**config.mk**
```make
export PLATFORM = sky130hd
export DESIGN_NAME = fmc_mem_arbiter
export DESIGN_NICKNAME = d
export VERILOG_FILES = /design/src/rtl/fmc_arb_pkg.sv /design/src/rtl/rr_arbiter.sv /design/src/rtl/fmc_mem_arbiter.sv
export SDC_FILE = /design/constraint.sdc
export NUM_CORES = 1
export LEC_CHECK = 0
export ABC_AREA = 1
export CAP_MARGIN = 20
export CORE_ASPECT_RATIO = 0.6
export CORE_MARGIN = 2
export CORE_UTILIZATION = 25
export CTS_BUF_LIST = sky130_fd_sc_hd__clkbuf_8
export DETAILED_ROUTE_END_ITERATION = 12
export SLEW_MARGIN = 20
export SYNTH_ARGS = -nofsm -noshare
export SYNTH_HDL_FRONTEND = slang
export SYNTH_HIERARCHICAL = 1
export SYNTH_SLANG_ARGS = --single-unit
```
**constraint.sdc**
```tcl
create_clock -name clk_i -period 2.3 [get_ports clk_i]
set_clock_uncertainty 0.2 [all_clocks]
set_input_delay 0.345 -clock clk_i [delete_from_list [all_inputs] [get_ports clk_i]]
set_output_delay 0.345 -clock clk_i [all_outputs]
set_load 0.03 [all_outputs]
```
**src/rtl/fmc_arb_pkg.sv**
```systemverilog
// Shared types for the FMC memory arbiter: access source enum, the tag that
// follows a read through the pipeline, and default widths.
package fmc_arb_pkg;

  localparam int ADDR_W_DEF        = 8;
  localparam int DATA_W_DEF        = 16;
  localparam int NUM_REQ_DEF       = 2;
  localparam int MAX_FMC_BURST_DEF = 4;

  typedef enum logic [1:0] {
    SRC_NONE,
    SRC_FMC,
    SRC_INT
  } src_t;

  typedef struct packed {
    src_t src;
    int   idx;
  } tag_t;

  localparam tag_t TAG_NONE = '{src: SRC_NONE, idx: 0};

endpackage

```
**src/rtl/rr_arbiter.sv**
```systemverilog
// Combinational round-robin arbiter: grants the first asserted request at or
// above ptr_i, wrapping to the lowest index.
module rr_arbiter #(
  parameter int NumReq = 2,
  parameter int PtrW   = 1
) (
  input  logic [NumReq-1:0] req_i,
  input  logic [PtrW-1:0]   ptr_i,
  output logic [NumReq-1:0] gnt_o
);

  logic found;

  always_comb begin
    gnt_o = '0;
    found = 1'b0;
    // First pass covers indices >= ptr, second pass the wrapped low indices.
    for (int k = 0; k < NumReq; k++) begin
      if (!found && req_i[k] && (k >= int'(ptr_i))) begin
        gnt_o[k] = 1'b1;
        found    = 1'b1;
      end
    end
    for (int k = 0; k < NumReq; k++) begin
      if (!found && req_i[k]) begin
        gnt_o[k] = 1'b1;
        found    = 1'b1;
      end
    end
  end

endmodule

```
**src/rtl/fmc_mem_arbiter.sv**
```systemverilog
// Arbitrates one single-port memory between the FMC port (priority, burst-limited)
// and NumReq round-robin internal requesters. Optional FMC_ARB_STATS_EN adds a stall counter.
module fmc_mem_arbiter
  import fmc_arb_pkg::*;
#(
  parameter int AddrWidth   = ADDR_W_DEF,
  parameter int DataWidth   = DATA_W_DEF,
  parameter int NumReq      = NUM_REQ_DEF,
  parameter int MaxFmcBurst = MAX_FMC_BURST_DEF
) (
  input  logic                          clk_i,
  input  logic                          rst_i,
  input  logic                          fmc_req_i,
  input  logic                          fmc_we_i,
  input  logic [AddrWidth-1:0]          fmc_addr_i,
  input  logic [DataWidth-1:0]          fmc_wdata_i,
  output logic                          fmc_gnt_o,
  output logic                          fmc_wait_o,
  output logic                          fmc_rvalid_o,
  input  logic [NumReq-1:0]             int_req_i,
  input  logic [NumReq-1:0]             int_we_i,
  input  logic [NumReq*AddrWidth-1:0]   int_addr_i,
  input  logic [NumReq*DataWidth-1:0]   int_wdata_i,
  output logic [NumReq-1:0]             int_gnt_o,
  output logic [NumReq-1:0]             int_rvalid_o,
  output logic [DataWidth-1:0]          rdata_o,
`ifdef FMC_ARB_STATS_EN
  input  logic                          stats_clr_i,
  output logic [15:0]                   fmc_stall_cnt_o,
`endif
  output logic                          mem_en_o,
  output logic                          mem_we_o,
  output logic [AddrWidth-1:0]          mem_addr_o,
  output logic [DataWidth-1:0]          mem_wdata_o,
  input  logic [DataWidth-1:0]          mem_rdata_i
);

  localparam int PtrW = (NumReq > 1) ? $clog2(NumReq) : 1;
  localparam int CntW = $clog2(MaxFmcBurst + 1);

  logic [CntW-1:0]      burst_cnt_q, burst_cnt_d;
  logic [PtrW-1:0]      rr_ptr_q, rr_ptr_d;
  logic                 mem_en_q, mem_en_d;
  logic                 mem_we_q, mem_we_d;
  logic [AddrWidth-1:0] mem_addr_q, mem_addr_d;
  logic [DataWidth-1:0] mem_wdata_q, mem_wdata_d;
  tag_t                 tag1_q, tag1_d;
  tag_t                 tag2_q, tag2_d;

  logic [NumReq-1:0]    rr_gnt;
  logic [NumReq-1:0]    int_gnt;
  logic                 any_int;
  logic                 burst_full;
  logic                 fmc_gnt;

  rr_arbiter #(
    .NumReq (NumReq),
    .PtrW   (PtrW)
  ) u_rr_arbiter (
    .req_i  (int_req_i),
    .ptr_i  (rr_ptr_q),
    .gnt_o  (rr_gnt)
  );

  // Grant logic: FMC wins unless it has used its burst and an internal request waits.
  always_comb begin
    any_int    = |int_req_i;
    burst_full = (burst_cnt_q == CntW'(MaxFmcBurst));
    fmc_gnt    = !rst_i && fmc_req_i && !(burst_full && any_int);
    int_gnt    = (rst_i || fmc_gnt) ? '0 : rr_gnt;
  end

  always_comb begin
    burst_cnt_d = burst_cnt_q;
    rr_ptr_d    = rr_ptr_q;
    mem_en_d    = 1'b0;
    mem_we_d    = 1'b0;
    mem_addr_d  = mem_addr_q;
    mem_wdata_d = mem_wdata_q;
    tag1_d      = TAG_NONE;
    tag2_d      = tag1_q;
    if (fmc_gnt) begin
      mem_en_d    = 1'b1;
      mem_we_d    = fmc_we_i;
      mem_addr_d  = fmc_addr_i;
      mem_wdata_d = fmc_wdata_i;
      if (!fmc_we_i) tag1_d = '{src: SRC_FMC, idx: 0};
      if (!burst_full) burst_cnt_d = burst_cnt_q + CntW'(1);
    end else if (|int_gnt) begin
      burst_cnt_d = '0;
      for (int k = 0; k < NumReq; k++) begin
        if (int_gnt[k]) begin
          mem_en_d    = 1'b1;
          mem_we_d    = int_we_i[k];
          mem_addr_d  = int_addr_i[k*AddrWidth +: AddrWidth];
          mem_wdata_d = int_wdata_i[k*DataWidth +: DataWidth];
          rr_ptr_d    = PtrW'((k + 1) % NumReq);
          if (!int_we_i[k]) tag1_d = '{src: SRC_INT, idx: k};
        end
      end
    end else if (!any_int) begin
      burst_cnt_d = '0;
    end
  end

  always_ff @(posedge clk_i or posedge rst_i) begin
    if (rst_i) begin
      burst_cnt_q <= '0;
      rr_ptr_q    <= '0;
      mem_en_q    <= 1'b0;
      mem_we_q    <= 1'b0;
      mem_addr_q  <= '0;
      mem_wdata_q <= '0;
      tag1_q      <= TAG_NONE;
      tag2_q      <= TAG_NONE;
    end else begin
      burst_cnt_q <= burst_cnt_d;
      rr_ptr_q    <= rr_ptr_d;
      mem_en_q    <= mem_en_d;
      mem_we_q    <= mem_we_d;
      mem_addr_q  <= mem_addr_d;
      mem_wdata_q <= mem_wdata_d;
      tag1_q      <= tag1_d;
      tag2_q      <= tag2_d;
    end
  end

  always_comb begin
    fmc_gnt_o    = fmc_gnt;
    int_gnt_o    = int_gnt;
    fmc_wait_o   = fmc_req_i && !fmc_gnt && !rst_i;
    fmc_rvalid_o = (tag2_q.src == SRC_FMC);
    for (int k = 0; k < NumReq; k++) begin
      int_rvalid_o[k] = (tag2_q.src == SRC_INT) && (tag2_q.idx == k);
    end
    rdata_o      = mem_rdata_i;
    mem_en_o     = mem_en_q;
    mem_we_o     = mem_we_q;
    mem_addr_o   = mem_addr_q;
    mem_wdata_o  = mem_wdata_q;
  end

`ifdef FMC_ARB_STATS_EN
  logic [15:0] stall_cnt_q, stall_cnt_d;

  always_comb begin
    stall_cnt_d = stall_cnt_q;
    if (stats_clr_i) begin
      stall_cnt_d = '0;
    end else if (fmc_wait_o && (stall_cnt_q != 16'hFFFF)) begin
      stall_cnt_d = stall_cnt_q + 16'd1;
    end
  end

  always_ff @(posedge clk_i or posedge rst_i) begin
    if (rst_i) stall_cnt_q <= '0;
    else       stall_cnt_q <= stall_cnt_d;
  end

  assign fmc_stall_cnt_o = stall_cnt_q;
`endif

endmodule
```
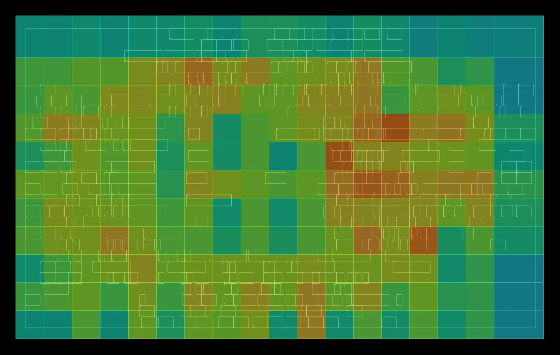
Figure 1: routing congestion.
Util after Layout: 39.88%
met1 usage: 21.97%
M3 GR Usage: 5.660%
Routed WL per cell: 13.16 µm
met2 Usage GRT: 19.00%

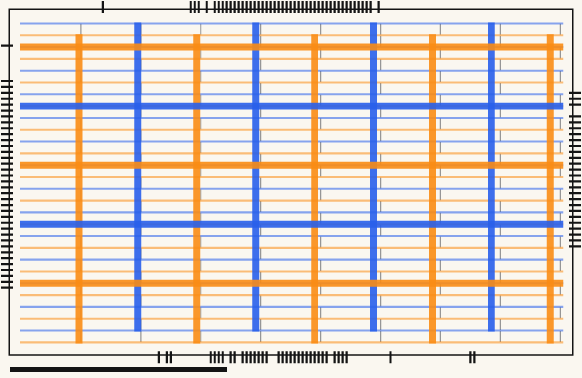
Figure 2: floorplan with the power grid.
Bar = 50 µm. Pins as bars on the die edge. Tap cells in grey.
legend:
  blue:
    net: VDD
  orange:
    net: VSS
met4 straps: 9
tap cells: 130
met1 rails: 28
DIE HEIGHT: 79.26 µm
die width: 129.4 µm
core area: 9189 µm²
VDD IR max: 0.2463 mV

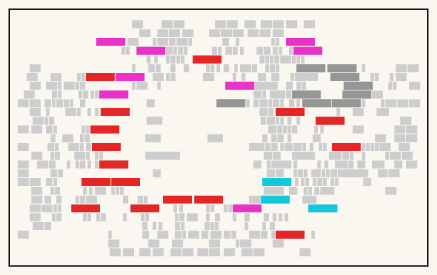
Figure 3: sequential cells grouped by signal name.
legend:
  magenta:
    name_in_the_netlist: mem_addr_o
    flops: 8
  red:
    name_in_the_netlist: mem_wdata_o
    flops: 16
  cyan:
    name_in_the_netlist: burst_cnt_q
    flops: 3
not coloured: 9
Reg area: 900.9 µm²
Power Sequential: 811 µW

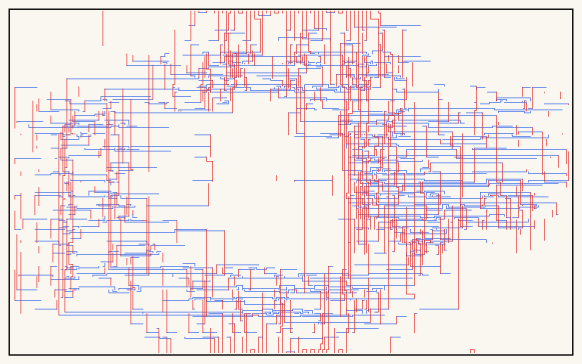
Figure 4: wiring by layer.
Two of the layers only.
legend:
  blue:
    layer: M1
    wire_length: 3,750 µm
  red:
    layer: M2
    wire_length: 2,850 µm
via count: 2,394
wirelength, routed: 7358 µm
total global routing track utilization: 14.40%

==> results.cfg <==
; physical design summary
[critical_path]
worstSetupPathType = reg2out
r2r_setup_slack_ns = 0.23
crit_fanout = 6
worstRegToRegCells = 12
cp-endpoint = int_gnt_o[0]
arrival_ns = 1.64
timing.rr.start = burst_cnt_q[0]
crit_path_start = burst_cnt_q[0]
startpoint_type = flop
cp-end-kind = output port
r2r-end = mem_wdata_o[11]
required_ns = 1.75

[synthesis]
async_reset_ff_share_pct = 100.0
ys_area_um2 = 2360
syn_avg_cell_area_um2 = 7.216
syn-num-nets = 425
yosys.stat.seqShare_pct = 38.18
top_area_cell = dfrtp_1
yosys_warnings = 6
top_area_share_pct = 38.18
yosys-stat-cells = 327
edf_count = 0
synth.distinct_cells = 24
synth_area_um2 = 2360
top_cell = nand2_1
common_cells = nand2_1 (108), dfrtp_1 (36), nor2_1 (31)
ys_seq_elements = 36
area_leaders = dfrtp_1 (38%), nand2_1 (17%), nand4_1 (6.4%)
ff_type = dfrtp_1
synthCells = 327

[drt]
drtIter0Drc = 115
dr.pass1.iters = 4
ant_nets = 0
routed_via_density = 4.283
drc = 0

[timing]
tightest_slew_ns = 0.3395
finalSetupViolCount = 0
finalHoldViolations = 0
rsz0062_at_grt = no
finalSetupTns_ns = 0
slew_headroom_pct = 77.29
report.final.slew_viol_count = 0
max_freq_mhz = 458.2
period_used_pct = 94.88
finalCriticalPeriod_ns = 2.182
timing.hold.ws_ns = 0.1531

[pwr]
powerDensity_nw_per_um2 = 633.5
internal-power_uw = 1496
pwr-share-comb_pct = 41.0
switching_power_uw = 825.5
switching_share_pct = 35.55
leakagePower_uw = 0.001734
pwr-share-clk_pct = 24.1
pwr-share-seq_pct = 34.9

[floorplanning]
num_rows = 27
initCoreUtil_pct = 25.68
io_pins = 145
die_area_um2 = 10260

[placement]
port_buffers = 112
hpwlAfterDp_um = 5627
dp.cells = 548
gp_congestion = 0.8067

[hold_path]
hp-class = reg2reg

[clock_network]
ctsHoldBuffers = 0
worstSkewPairLatency_ns = 0.28
cts-htree-levels = 2
cts_root_buf = clkbuf_8
clock-sinks = 36
cts_tree = done
max-clock-path-buffers = 2
path_clk_slew_ns = 0.08
numCtsBuffers = 5

[global_route]
antenna_found_initial = 0
overflow = 0
grt_pass1_wl_um = 11490
grt_pass1_vias = 2253
grt_max_degree = 44

[layout]
nets = 526
area_delta_synth_final_pct = 55.30
diodes = 0
fin_cells = 559
drive_above_1_share_pct = 10.72

[outcome]
outcome = finished clean

[job]
warnings = 27
maxCapViolCount = 0
## timing repair
item / CTS / global route
resized: 0 / 3
setup buffers: 0 / 3
setup endpoints to repair: 0 / 2
## sequential cells by signal, indices dropped and copies added (netlist names)
name	cells
tag2_q	3
mem_wdata_o	16
tag1_q	3
mem_en_o	1
burst_cnt_q	3
rr_ptr_q	1
mem_addr_o	8
mem_we_o	1
## stage by stage
step	power, µW	cell area [µm²]	setup slack (ns)
finish	2322	3665	0.1177
global route	2466	3665	0.01513
detailed placement	1771	3527	0.06020
global placement	1769	3527	0.1244
floorplan	1375	2360	0.2868
CTS	2348	3638	0.04243
## power by group through the flow
stage / Sequential, µW / Clock [µW] / Combinational [µW]
6_report: 811 / 559 / 951
2_1_floorplan: 995 / 0 / 379
4_1_cts: 811 / 582 / 954
5_1_grt: 824 / 605 / 1040
3_3_place_gp: 818 / 0 / 950
3_5_place_dp: 819 / 0 / 952
## worst max-delay path, stage by stage, from the launching register on
cell	delay [ns]
dfrtp_1	0.41
inv_1	0.08
ha_1	0.16
nand2_2	0.08
inv_2	0.07
nand2_2	0.09
nand2_4	0.15
nand3_4	0.11
inv_2	0.09
buf_12	0.12
## placed cells by master, fill, tap and decap left out, types with 3 or more instances in the layout
cell type / n
a21oi_1: 24
buf_12: 3
buf_4: 19
clkbuf_8: 5
clkdlybuf4s50_1: 108
dfrtp_1: 36
inv_1: 16
inv_2: 5
nand2_1: 108
nand2_2: 3
nand3_1: 27
nand4_1: 24
nor2_1: 31
o21ai_0: 4
## cells by family after synthesis
logic type	after synthesis	synth area share [%]
simple gates	198	37.65
buf+inv	58	14.53
flops	36	38.18
compound gates	32	8.219
fa+ha+maj	2	1.060
xor+xnor	1	0.3712
## final cells by class
class / count / area, µm²
clock buffer: 5 / 68.82
clock inverter: 3 / 42.54
fill: 943 / 5524
inverter: 21 / 78.83
multi-input combinational: 233 / 1116
sequential: 36 / 900.9
tap: 130 / 162.7
timing repair buffer: 131 / 1295
## routing by layer
layer / vias up / GRT usage [%] / routed length (µm)
met4: 0 / 2.258 / 23
met2: 94 / 19.00 / 2847
li1: 1244 / - / -
met1: 1054 / 21.97 / 3748
met3: 2 / 5.660 / 739
met5: - / 0 / 0
## how the worst min path moves through the flow
stage / startpoint / endpoint / slack (ns) / cells past startpoint
floorplan: tag1_q[0] / tag2_q[0] / 0.13 / 0
global placement: tag1_q[32] / tag2_q[32] / 0.14 / 0
detailed placement: tag1_q[32] / tag2_q[32] / 0.14 / 0
CTS: tag1_q[32] / tag2_q[32] / 0.15 / 0
global route: tag1_q[32] / tag2_q[32] / 0.16 / 0
finish: tag1_q[32] / tag2_q[32] / 0.15 / 0
Power figures rest on the tool's default switching activity, not on a simulated workload.
